### src/rtl/atm_pkg.sv
// Shared constants, state encoding and the bytewise HEC CRC step for the ATM cell path.
package atm_pkg;

  localparam int         ATM_CELL_BYTES = 53;
  localparam int         ATM_HDR_BYTES  = 5;
  localparam logic [7:0] HEC_POLY       = 8'h07;
  localparam logic [7:0] HEC_COSET      = 8'h55;

  typedef enum logic {
    ST_HUNT     = 1'b0,
    ST_ASSEMBLE = 1'b1
  } asm_state_t;

  // One CRC-8 step over a full byte, MSB first.
  function automatic logic [7:0] crc8_byte(input logic [7:0] crc, input logic [7:0] data);
    logic [7:0] c;
    c = crc ^ data;
    for (int i = 0; i < 8; i++) begin
      c = c[7] ? ({c[6:0], 1'b0} ^ HEC_POLY) : {c[6:0], 1'b0};
    end
    return c;
  endfunction

endpackage

### src/rtl/atm_hec_crc8.sv
// Running CRC-8 over a byte stream; clear and enable together restart from
// zero with the current byte folded in, so a new cell needs no idle cycle.
module atm_hec_crc8
  import atm_pkg::*;
(
  input  logic       clk,
  input  logic       rst_n,
  input  logic [7:0] i_data,
  input  logic       i_en,
  input  logic       i_clr,
  output logic [7:0] o_crc
);

  logic [7:0] r_crc;

  // CRC accumulator: restart on clear, fold in a byte when enabled.
  always_ff @(posedge clk) begin
    if (!rst_n) begin
      r_crc <= 8'h00;
    end else if (i_en) begin
      r_crc <= crc8_byte(i_clr ? 8'h00 : r_crc, i_data);
    end else if (i_clr) begin
      r_crc <= 8'h00;
    end
  end

  assign o_crc = r_crc;

endmodule

### src/rtl/atm_cell_assembler.sv
// Byte-serial ATM cell assembler with sop delineation, header HEC check,
// a single-cell output register with ready/valid, and saturating statistics.
//
// state       | meaning
// ST_HUNT     | waiting for an sop byte; non-sop bytes are discarded
// ST_ASSEMBLE | collecting bytes 1..CELL_BYTES-1 of the current cell
module atm_cell_assembler
  import atm_pkg::*;
#(
  parameter int CELL_BYTES = ATM_CELL_BYTES,
  parameter int HDR_BYTES  = ATM_HDR_BYTES,
  parameter int DROP_BAD   = 1,
  parameter int CNT_W      = 16
) (
  input  logic                    clk,
  input  logic                    rst_n,
  input  logic [7:0]              in_data,
  input  logic                    in_valid,
  input  logic                    in_sop,
  output logic                    in_ready,
  output logic [CELL_BYTES*8-1:0] cell_data,
  output logic                    cell_valid,
  output logic                    cell_hec_err,
  input  logic                    cell_ready,
  output logic                    sync_err,
  output logic [CNT_W-1:0]        cnt_ok,
  output logic [CNT_W-1:0]        cnt_hec,
  output logic [CNT_W-1:0]        cnt_sync
);

  localparam int            CW       = $clog2(CELL_BYTES);
  localparam logic [CW-1:0] LAST_IDX = CW'(CELL_BYTES - 1);
  localparam logic [CW-1:0] HEC_IDX  = CW'(HDR_BYTES - 1);

  asm_state_t              r_state, w_state_nxt;
  logic [CW-1:0]           r_byte_cnt, w_cnt_nxt, w_idx;
  logic [CELL_BYTES*8-1:0] r_buf;
  logic                    r_hec_bad;
  logic [7:0]              w_crc;
  logic                    w_in_ready, w_acc, w_start, w_abort, w_take, w_complete, w_load;

  // State register: FSM state and byte index of the next byte to store.
  always_ff @(posedge clk) begin
    if (!rst_n) begin
      r_state    <= ST_HUNT;
      r_byte_cnt <= '0;
    end else begin
      r_state    <= w_state_nxt;
      r_byte_cnt <= w_cnt_nxt;
    end
  end

  // Next state: sop always restarts at count 1; the last byte returns to hunt.
  always_comb begin
    w_state_nxt = r_state;
    w_cnt_nxt   = r_byte_cnt;
    if (w_start) begin
      w_state_nxt = ST_ASSEMBLE;
      w_cnt_nxt   = CW'(1);
    end else if (w_complete) begin
      w_state_nxt = ST_HUNT;
      w_cnt_nxt   = '0;
    end else if (w_acc && r_state == ST_ASSEMBLE) begin
      w_cnt_nxt   = r_byte_cnt + 1'b1;
    end
  end

  // FSM outputs: only the final byte can stall, and only when the held cell cannot leave now.
  always_comb begin
    w_in_ready = !(r_state == ST_ASSEMBLE && r_byte_cnt == LAST_IDX && cell_valid && !cell_ready);
    w_acc      = in_valid && w_in_ready;
    w_start    = w_acc && in_sop;
    w_abort    = w_start && r_state == ST_ASSEMBLE;
    w_take     = w_start || (w_acc && r_state == ST_ASSEMBLE);
    w_idx      = w_start ? '0 : r_byte_cnt;
    w_complete = w_acc && !in_sop && r_state == ST_ASSEMBLE && r_byte_cnt == LAST_IDX;
    w_load     = w_complete && (!r_hec_bad || DROP_BAD == 0);
  end

  assign in_ready = w_in_ready;

  atm_hec_crc8 u_hec (
    .clk    (clk),
    .rst_n  (rst_n),
    .i_data (in_data),
    .i_en   (w_take && w_idx < HEC_IDX),
    .i_clr  (w_start),
    .o_crc  (w_crc)
  );

  // Cell buffer: byte 0 lands in the MSBs; stale bytes of an aborted cell get overwritten.
  always_ff @(posedge clk) begin
    for (int i = 0; i < CELL_BYTES; i++) begin
      if (w_take && w_idx == CW'(i)) begin
        r_buf[(CELL_BYTES-1-i)*8 +: 8] <= in_data;
      end
    end
  end

  // HEC verdict latched as the HEC byte itself arrives.
  always_ff @(posedge clk) begin
    if (!rst_n) begin
      r_hec_bad <= 1'b0;
    end else if (w_take && w_idx == HEC_IDX) begin
      r_hec_bad <= (in_data != (w_crc ^ HEC_COSET));
    end
  end

  // Output register: loads straight from the buffer plus the final byte, so load and drain can coincide.
  always_ff @(posedge clk) begin
    if (!rst_n) begin
      cell_valid   <= 1'b0;
      cell_hec_err <= 1'b0;
      cell_data    <= '0;
    end else if (w_load) begin
      cell_valid   <= 1'b1;
      cell_hec_err <= r_hec_bad;
      cell_data    <= {r_buf[CELL_BYTES*8-1:8], in_data};
    end else if (cell_valid && cell_ready) begin
      cell_valid   <= 1'b0;
    end
  end

  // Abort pulse and saturating statistics.
  always_ff @(posedge clk) begin
    if (!rst_n) begin
      sync_err <= 1'b0;
      cnt_ok   <= '0;
      cnt_hec  <= '0;
      cnt_sync <= '0;
    end else begin
      sync_err <= w_abort;
      if (w_complete && !r_hec_bad && cnt_ok != '1) cnt_ok <= cnt_ok + 1'b1;
      if (w_complete && r_hec_bad && cnt_hec != '1) cnt_hec <= cnt_hec + 1'b1;
      if (w_abort && cnt_sync != '1) cnt_sync <= cnt_sync + 1'b1;
    end
  end

endmodule
### config.mk
export PLATFORM = sky130hd
export DESIGN_NAME = atm_cell_assembler
export DESIGN_NICKNAME = d
export VERILOG_FILES = /design/src/rtl/atm_pkg.sv /design/src/rtl/atm_hec_crc8.sv /design/src/rtl/atm_cell_assembler.sv
export SDC_FILE = /design/constraint.sdc
export NUM_CORES = 1
export LEC_CHECK = 0
export ABC_AREA = 0
export CORE_MARGIN = 2
export CORE_UTILIZATION = 53
export CTS_BUF_LIST = sky130_fd_sc_hd__clkbuf_16
export DETAILED_ROUTE_END_ITERATION = 12
export PLACE_DENSITY = 0.84
export SLEW_MARGIN = 5
export SYNTH_ARGS = -nofsm -noshare
export SYNTH_HDL_FRONTEND = slang
export SYNTH_HIERARCHICAL = 1
export SYNTH_SLANG_ARGS = --single-unit
### constraint.sdc
create_clock -name clk -period 3.4 [get_ports clk]
set_clock_uncertainty 0.15 [all_clocks]
set_input_delay 0.51 -clock clk [delete_from_list [all_inputs] [get_ports clk]]
set_output_delay 0.51 -clock clk [all_outputs]
set_load 0.01 [all_outputs]
Figure 1. Wiring heat map (run 1).
Bar = 50 microns. 25 x 25 tiles, from dark purple (low) to yellow (high), scaled to the fullest tile. Values are wire area over tile area, all layers added.
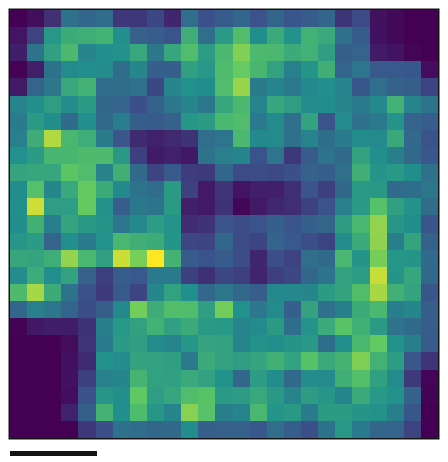
tiles over half the peak: 37%
fullest tile: 0.59
mean over tiles: 0.24
nearly empty tiles: 5.3%
GR Util All Layers: 0.282
Wirelength per Cell: 21.2 microns
vias: 22700

Figure 2. Cell placement (run 1).
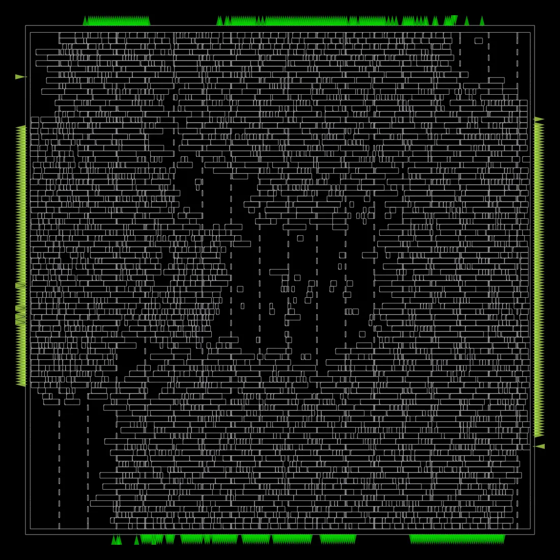
Final Core Density: 0.688
tap cells: 765

Figure 3. Metal 4 (run 1).
Bar = 50 microns. Supply wires on this layer in gray.
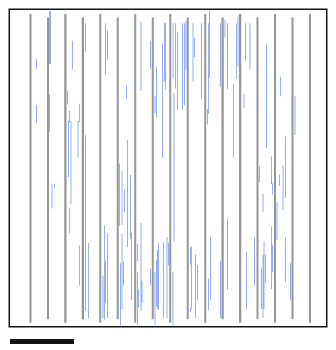
nets with wire on the layer: 74
main direction: vertical
longest straight run: 136 microns
share of all routed wire: 4.7%
wire length on this layer: 4120 microns
final wirelength: 87200 microns

Figure 4. Clock wires, drivers and flops (run 1).
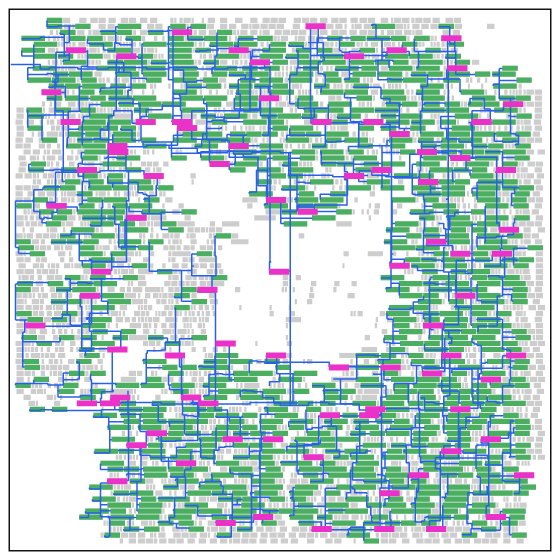
legend:
  clock wires:
    color: blue
    length: 9320 microns
  flip-flops:
    color: green
    count: 907
  cells driving clock nets:
    color: magenta
    count: 86
routed clock nets: 87
clock-net power: 8.80 mW
clock share of power: 0.424
Clock Latency Late Sink: 640 ps

==> impl_metrics.env, run 1 <==
# source this file to load flow results
export IMPL_status="completed"
export IMPL_crit_top_cell="inv_1"
export IMPL_ys_seq_frac=0.723
export IMPL_rsz0062_at_grt="false"
export IMPL_cp_startpoint="r_byte_cnt[0]$_SDFFE_PN0P_"
export IMPL_ys_seq_elements=907
export IMPL_synthArstFlopShare=0
export IMPL_cts_buffers=86
export IMPL_power_density_mw_per_mm2=524
export IMPL_yosys_area_top_type_share=0.404
export IMPL_post_dp_hpwl_microns=53800
export IMPL_syn_area_per_cell_sq_um=11.2
export IMPL_antenna_found_initial=1
export IMPL_vdd_drop_max_mv=0.408
export IMPL_cts_tree="done"
export IMPL_crit_arrival_ps=2390
export IMPL_dr_first_iter_drc_count=2121
export IMPL_tightest_slew_ps=1090
export IMPL_ys_flop_type="dfxtp_1"
export IMPL_cts_root_buf="clkbuf_16"
export IMPL_drv_slew=0
export IMPL_htreeDepth=3
export IMPL_pre_cts_slack_ps=252
export IMPL_firstDrtPassIters=6
export IMPL_cp_slowest_cell="clkdlybuf4s50_1"
export IMPL_finalHoldViolations=0
export IMPL_yosys_warnings=6
export IMPL_fin_crit_ps=3050
export IMPL_hp_class="in2reg"
export IMPL_area_leaders="edfxtp_1, dfxtp_1, nand2_1"
export IMPL_fill_cells=3937
export IMPL_worstReg2RegEnd="u_hec/o_crc[2]$_SDFF_PN0_"
export IMPL_endpoint="in_ready"
export IMPL_final_layout_size_suffix_gt1_frac=0.0731
export IMPL_io_buffers=488
export IMPL_die_x_microns=245
export IMPL_syn_inst=2760
export IMPL_leakage_nw=13.0
export IMPL_min_to="cell_data[4]$_SDFFE_PN0P_"
export IMPL_post_cts_resized=0
export IMPL_max_freq_mhz=328
export IMPL_ioPinCount=489
export IMPL_synth_area_sq_mm=0.0309
export IMPL_min_delay_start="in_data[4]"
export IMPL_cp_end_kind="output pin"
export IMPL_yosysTopAreaCell="edfxtp_1"
export IMPL_required_ps=2740
export IMPL_fin_nets=3297
export IMPL_ant_nets=0
export IMPL_rows=88
export IMPL_grt_max_degree=87
export IMPL_dieArea_sq_mm=0.0602
export IMPL_overflow=0
export IMPL_min_path_cells=3
export IMPL_warning_count=27
export IMPL_synth_cell_type_count=52
export IMPL_setup_tns_ps=0
export IMPL_r2r_slack_ps=420
export IMPL_critical_path_peak_fanout=10
export IMPL_grt_pass1_wl_microns=128000
export IMPL_relSlewSlack=0.266
export IMPL_min_period_over_period=0.897
export IMPL_clkTransAtPathRegs_ps=60
run 1: logic make-up (layout without fill, tap and decap cells):
group	after synthesis	count (layout)	share of synthesized area
multiplexers	6	6	0.00194
AND-OR/OR-AND	485	485	0.0813
AND/OR/NAND/NOR	1118	1118	0.148
adder cells (fa/ha/maj)	5	5	0.00203
flip-flops	907	907	0.723
buffers and inverters	176	769	0.0231
other	0	1	0
XOR/XNOR	63	63	0.0206
run 1: layout make-up:
class / instances / area [sq um] / share of cell area
antenna: 1 / 2.50 / 0.0000631
clock buffer: 87 / 2180 / 0.0549
clock inverter: 75 / 414 / 0.0104
inverter: 13 / 56.3 / 0.00142
multi-input combinational: 1677 / 7890 / 0.199
sequential: 907 / 22300 / 0.563
tap: 765 / 957 / 0.0241
timing repair buffer: 594 / 5850 / 0.148
run 1: where the power goes:
group | switching (mW) | internal, mW
combinational | 0.364 | 0.169
sequential | 0.0229 | 11.4
clock | 4.05 | 4.75
total | 4.44 | 16.3
run 1: cells in the mapped netlist, types with 4 or more instances:
library cell and n:
a21oi_1 443, a31oi_1 4, and2_1 7, and3_1 8, and4_1 6, buf_2 36
clkbuf_1 126, dfxtp_1 491, edfxtp_1 416, ha_1 5, inv_1 13, mux2i_1 6
nand2_1 881, nand2b_1 11, nand3_1 18, nand4_1 15, nor2_1 103, nor2b_1 5
nor3_1 23, nor3b_1 4, nor4_1 10, o211ai_1 5, o21a_1 5, o21ai_0 11
or3_1 7, xnor2_1 36, xnor3_1 5, xor2_1 21
run 1: metrics by stage:
step	utilization	instances	hold WS, ps	area (sq um)
6_report	0.688	4119	169	39700
2_1_floorplan	-	2760	321	30900
5_1_grt	0.688	4118	162	39700
3_3_place_gp	0.643	3956	291	37100
4_1_cts	0.688	4118	140	39700
3_5_place_dp	0.643	3956	295	37100
run 1: registers in the layout (all words and copies together), names as in the netlist:
signal	count
cell_data	424
cell_hec_err	1
cell_valid	1
cnt_hec	16
cnt_ok	16
cnt_sync	16
r_buf	416
r_byte_cnt	6
r_hec_bad	1
r_state	1
sync_err	1
u_hec/o_crc	8
run 1: placed cells by master, fill, tap and decap left out, types with 7 or more instances in the layout:
master           netlist  layout
and3_1                 8       8
buf_4                  0      89
xnor2_1               36      36
nor2_1               103     103
nor4_1                10       9
nand3_1               18      18
or3_1                  7       7
a21oi_1              443     443
nand2_1              881     881
and2_1                 7       7
buf_12                 0      17
edfxtp_1             416     416
nor3_1                23      21
nand2b_1              11      11
inv_1                 13      37
o21ai_0               11      11
clkinv_1               0      24
clkdlybuf4s50_1        0     480
clkbuf_16              0      87
buf_2                 36       8
clkinv_2               0      13
nand4_1               15      15
dfxtp_1              491     491
xor2_1                21      21
run 1: critical path: cells and delay by family (launching register included):
kind / cells / cell delay, ps
flops: 1 / 490
simple gates: 2 / 230
buf+inv: 3 / 760
fa+ha+maj: 1 / 280
run 1: metal layers:
| layer | up-vias | global-route usage | part of all wire |
|---|---|---|---|
| met3 | 233 | 0.0585 | 0.081 |
| met5 | - | 0 | 0.00013 |
| met2 | 1018 | 0.474 | 0.50 |
| met4 | 2 | 0.136 | 0.047 |
| li1 | 10400 | - | - |
| met1 | 11000 | 0.350 | 0.37 |
==> run 2: changes to the inputs <==
Settings changed: SLEW_MARGIN 5 to default.
Figure 5. Clock wires, drivers and flops (run 2).
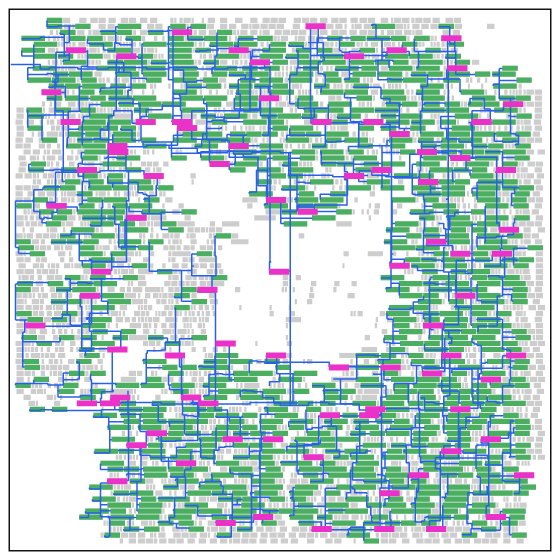

==> impl_metrics.env, run 2 <==
# source this file to load flow results
export IMPL_cts_root_buf="clkbuf_16"
export IMPL_vdd_drop_max_mv=0.408
export IMPL_ant_nets=0
export IMPL_wl_microns=87200
export IMPL_syn_inst=2760
export IMPL_leakage_nw=13.0
export IMPL_synth_edff_count=416
export IMPL_post_dp_hpwl_microns=53800
export IMPL_min_delay_start="in_data[4]"
export IMPL_top_register="cell_data"
export IMPL_clkTransAtPathRegs_ps=60
export IMPL_min_period_over_period=0.897
export IMPL_power_density_mw_per_mm2=524
export IMPL_firstDrtPassIters=6
export IMPL_cts_hold_fix_buffers=0
export IMPL_largest_reg_flops=424
export IMPL_ys_seq_frac=0.723
export IMPL_initCoreUtil=0.535
export IMPL_relSlewSlack=0.266
export IMPL_clock_latency_ps=640
export IMPL_synthArstFlopShare=0
export IMPL_required_ps=2740
export IMPL_cts_setup_buffers=0
export IMPL_antenna_found_initial=1
export IMPL_fin_area_sq_mm=0.0397
export IMPL_setup_viol=0
export IMPL_critical_path_peak_fanout=10
export IMPL_yosysTopAreaCell="edfxtp_1"
export IMPL_min_path_cells=3
export IMPL_status="completed"
export IMPL_drv_slew=0
export IMPL_final_cell_mix="nand2_1, dfxtp_1, clkdlybuf4s50_1"
export IMPL_reg_top3="cell_data: 424 flops, r_buf: 416 flops"
export IMPL_grtUsageTotal=0.282
export IMPL_reg2reg_from="r_byte_cnt[0]$_SDFFE_PN0P_"
export IMPL_post_cts_resized=0
export IMPL_finalHoldViolations=0
export IMPL_warning_count=27
export IMPL_synth_area_sq_mm=0.0309
export IMPL_path_class="reg2out"
export IMPL_dieArea_sq_mm=0.0602
export IMPL_synthToLayoutAreaGrowth_pct=28.4
export IMPL_hp_class="in2reg"
export IMPL_final_layout_size_suffix_gt1_frac=0.0731
export IMPL_drc=0
export IMPL_startpoint_type="flip-flop"
export IMPL_max_freq_mhz=328
export IMPL_rows=88
export IMPL_via_count=22700
export IMPL_top_cells_by_count="nand2_1, dfxtp_1, a21oi_1"
export IMPL_grt_pass1_wl_microns=128000
export IMPL_yosys_warnings=6
export IMPL_area_leaders="edfxtp_1, dfxtp_1, nand2_1"
export IMPL_place_area_sq_mm=0.0371
export IMPL_fin_crit_ps=3050
export IMPL_io_buffers=488
export IMPL_viasPerCell=5.51
export IMPL_fill_cells=3937
export IMPL_yosys_stat_cells=2760
export IMPL_r2r_slack_ps=420
export IMPL_htreeDepth=3
export IMPL_ys_flop_type="dfxtp_1"
export IMPL_yosys_area_top_type_share=0.404
export IMPL_cts_buffers=86
export IMPL_ys_seq_elements=907
export IMPL_cts_sinks=907
export IMPL_syn_nets=2778
export IMPL_crit_arrival_ps=2390
export IMPL_mostFrequentLayoutCell="nand2_1"
export IMPL_tightest_slew_ps=1090
export IMPL_cts_tree="done"
export IMPL_die_size_y_microns=245
export IMPL_ioPinCount=489
export IMPL_dr_first_iter_drc_count=2121
export IMPL_rsz0062_at_grt="false"
export IMPL_grt_max_degree=87
export IMPL_min_to="cell_data[4]$_SDFFE_PN0P_"
export IMPL_worstReg2RegEnd="u_hec/o_crc[2]$_SDFF_PN0_"
export IMPL_top_cell="nand2_1"
export IMPL_final_util=0.688
export IMPL_synth_cell_type_count=52
export IMPL_fin_nets=3297
export IMPL_avgRoutedWirePerCell_microns=21.2
export IMPL_overflow=0
export IMPL_syn_area_per_cell_sq_um=11.2
export IMPL_cp_end_kind="output pin"
export IMPL_die_x_microns=245
export IMPL_setup_tns_ps=0
-- run 2: power breakdown --
group / internal, mW / switching, mW / total [mW]
combinational: 0.169 / 0.364 / 0.533
clock: 4.75 / 4.05 / 8.80
sequential: 11.4 / 0.0229 / 11.4
total: 16.3 / 4.44 / 20.8
-- run 2: worst max path at each step --
stage,from,to,slack [ps]
2_1_floorplan,r_byte_cnt[0]$_SDFFE_PN0P_,u_hec/o_crc[2]$_SDFF_PN0_,590
3_3_place_gp,in_sop,r_buf[292]$_DFFE_PP_,310
3_5_place_dp,in_valid,r_buf[292]$_DFFE_PP_,250
4_1_cts,r_byte_cnt[0]$_SDFFE_PN0P_,in_ready,350
5_1_grt,r_byte_cnt[0]$_SDFFE_PN0P_,in_ready,260
6_report,r_byte_cnt[0]$_SDFFE_PN0P_,in_ready,350
-- run 2: kinds of logic after synthesis --
logic type | share of synthesized area
AOI/OAI and AO/OA | 0.0813
xor gates and xnor gates | 0.0206
adders and majority gates | 0.00203
buffers and inverters | 0.0231
DFF | 0.723
muxes | 0.00194
and+or+nand+nor | 0.148
-- run 2: final cells by class --
type                    count  area [sq um]  share of cell area
flip-flops and latches    907         22300               0.563
clock buffers              87          2180              0.0549
well taps                 765           957              0.0241
inverters                  13          56.3             0.00142
multi-input cells        1677          7890               0.199
repair buffers            594          5850               0.148
clock inverters            75           414              0.0104
diodes                      1          2.50           0.0000631
-- run 2: metal layers --
| layer | vias to the layer above | wire [microns] | GRT usage |
|---|---|---|---|
| li1 | 10400 | - | - |
| met3 | 233 | 7020 | 0.0585 |
| met5 | - | 11 | 0 |
| met4 | 2 | 4120 | 0.136 |
| met1 | 11000 | 32700 | 0.350 |
| met2 | 1018 | 43300 | 0.474 |
-- run 2: per-stage QoR --
stage          power (mW)  hold WS [ps]  worst slack (ps)  instances
4_1_cts              20.9           140               355       4118
2_1_floorplan        11.9           321               588       2760
3_3_place_gp         12.2           291               312       3956
5_1_grt              21.3           162               255       4118
3_5_place_dp         12.2           295               252       3956
6_report             20.8           169               350       4119
-- run 2: critical path: stages (launching register included) --
cell and delay (ps):
dfxtp_1 490, inv_1 140, ha_1 280, nand4b_2 170
nor2_1 60, inv_1 50, clkdlybuf4s50_1 570
Figure 6. Where the registers sit (run 2).
Other sequential cells in the stronger gray, the rest of the logic in the fainter gray.
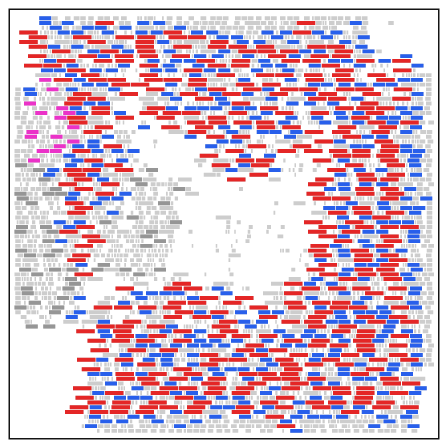

==> run 3: changes to the inputs <==
--- a/config.mk
+++ b/config.mk
@@ -13,2 +13,3 @@
 export PLACE_DENSITY = 0.84
+export SLEW_MARGIN = 25
 export SYNTH_ARGS = -nofsm -noshare
==> constraint.sdc (replaced) <==
create_clock -name clk -period 3.4 [get_ports clk]
set_clock_uncertainty 0.15 [all_clocks]
set_input_delay 0.68 -clock clk [delete_from_list [all_inputs] [get_ports clk]]
set_output_delay 0.68 -clock clk [all_outputs]
set_load 0.1 [all_outputs]
Figure 7. Where the registers sit (run 3).
Other sequential cells in the stronger gray, the rest of the logic in the fainter gray.
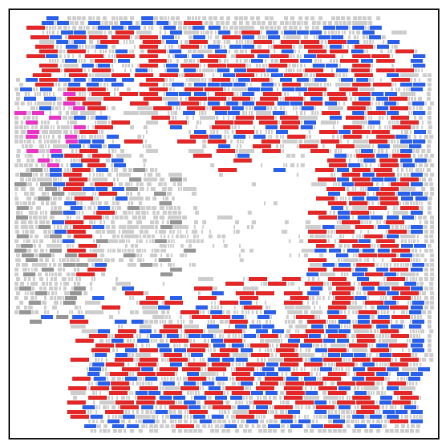
legend:
  cell_data:
    color: blue
    flops: 424
    where: spread over the die
  cnt_ok:
    color: magenta
    flops: 16
    where: top left
  r_buf:
    color: red
    flops: 416
    where: spread over the die
sequential power: 11.4 mW
sequential share of cell area: 0.579
Seq. cell area: 0.0223 sq mm

==> impl_metrics.env, run 3 <==
# source this file to load flow results
export IMPL_warning_count=27
export IMPL_wl_met2_microns=42000
export IMPL_setup_viol=0
export IMPL_dp_cells=3963
export IMPL_cts_sinks=907
export IMPL_m1WireLength_microns=32500
export IMPL_final_cell_mix="nand2_1, buf_4, dfxtp_1"
export IMPL_syn_nets=2778
export IMPL_cts_tree="done"
export IMPL_cpLargestDelayFamily="AND-OR/OR-AND gates"
export IMPL_power_clock_fraction=0.428
export IMPL_crit_arrival_ps=3140
export IMPL_power_density_mw_per_mm2=542
export IMPL_sw_frac_of_total=0.216
export IMPL_topRoutingLayerUsed="met4"
export IMPL_clkTransAtPathRegs_ps=60
export IMPL_fill_cells=4121
export IMPL_firstDrtPassIters=5
export IMPL_post_cts_resized=0
export IMPL_crit_top_cell="inv_1"
export IMPL_finalNonFillerCells=4126
export IMPL_via_count=22600
export IMPL_cts_setup_buffers=0
export IMPL_synth_area_sq_mm=0.0309
export IMPL_viasPerCell=5.49
export IMPL_fin_crit_ps=2980
export IMPL_status="completed"
export IMPL_logic_area_sq_mm=0.00790
export IMPL_final_util=0.669
export IMPL_cts_hold_fix_buffers=0
export IMPL_ant_nets=0
export IMPL_grt_max_degree=90
export IMPL_synth_edff_count=416
export IMPL_p_comb_frac=0.025
export IMPL_cp_slowest_cell="a21oi_1"
export IMPL_ys_seq_elements=907
export IMPL_grt_pass1_wl_microns=125000
export IMPL_yosysTopAreaCell="edfxtp_1"
export IMPL_synthArstFlopShare=0
export IMPL_top_register="cell_data"
export IMPL_top_cell="nand2_1"
export IMPL_fin_nets=3305
export IMPL_critical_path_peak_fanout=9
export IMPL_dr_first_iter_drc_count=1960
export IMPL_syn_area_per_cell_sq_um=11.2
export IMPL_reg_top3="cell_data: 424 flops, r_buf: 416 flops"
export IMPL_tightest_slew_ps=832
export IMPL_mostFrequentLayoutCell="nand2_1"
export IMPL_startpoint_type="flip-flop"
export IMPL_place_area_sq_mm=0.0359
export IMPL_antenna_found_initial=6
export IMPL_die_size_y_microns=245
export IMPL_switchingPower_mw=4.51
export IMPL_rsz0062_at_grt="false"
export IMPL_crit_buf_inv=2
export IMPL_setup_tns_ps=0
export IMPL_ys_flop_type="dfxtp_1"
export IMPL_finalHoldViolations=0
export IMPL_grtUsageTotal=0.275
export IMPL_die_x_microns=245
export IMPL_fin_area_sq_mm=0.0386
## run 3: routing by layer
layer,track usage,vias to the layer above
li1,-,10400
met1,0.344,10900
met2,0.459,1045
met3,0.0553,220
met4,0.129,0
met5,0,-
## run 3: path summary, 6_finish.rpt
check / to / cells past startpoint / slack, ps / start
max: r_buf[294]$_DFFE_PP_ / 7 / 420 / r_byte_cnt[1]$_SDFFE_PP0P_
min: cell_data[47]$_SDFFE_PN0P_ / 2 / 300 / cell_data[47]$_SDFFE_PN0P_
max reg2reg: r_buf[294]$_DFFE_PP_ / 7 / 420 / r_byte_cnt[1]$_SDFFE_PP0P_
min reg2reg: cell_data[47]$_SDFFE_PN0P_ / 2 / 300 / cell_data[47]$_SDFFE_PN0P_
## run 3: power groups by stage
stage / Clock, mW / Sequential [mW] / Combinational (mW)
detailed placement: 0 / 11.7 / 0.522
CTS: 9.05 / 11.4 / 0.524
global route: 9.47 / 11.4 / 0.561
global placement: 0 / 11.7 / 0.516
floorplan: 0 / 11.7 / 0.272
finish: 8.94 / 11.4 / 0.526
## run 3: layout make-up
class	count	share of cell area
clock buffer	88	0.0571
antenna	1	0.0000649
inverter	13	0.00146
tap	765	0.0248
timing repair buffer	601	0.121
sequential	907	0.579
clock inverter	74	0.0119
multi-input combinational	1677	0.205
## run 3: kinds of logic after synthesis
family	share of synthesized area
AND-OR/OR-AND	0.0813
adder cells (fa/ha/maj)	0.00203
multiplexers	0.00194
AND/OR/NAND/NOR	0.148
XOR/XNOR	0.0206
buffers and inverters	0.0231
flip-flops	0.723
## run 3: worst register-to-register path, cell delays in order (launching register included)
cell and delay, ps:
dfxtp_1 390, inv_1 150, ha_1 250, nand4b_2 210, o21ai_0 290, inv_1 170
a21oi_1 630, nor2_1 400
## run 3: metrics by stage
stage          setup WS, ps  hold WS [ps]
2_1_floorplan           234           321
3_3_place_gp            107           291
3_5_place_dp           39.3           297
4_1_cts                 452           305
5_1_grt                 280           321
6_report                418           304
Power is estimated from default activity; no workload was simulated.
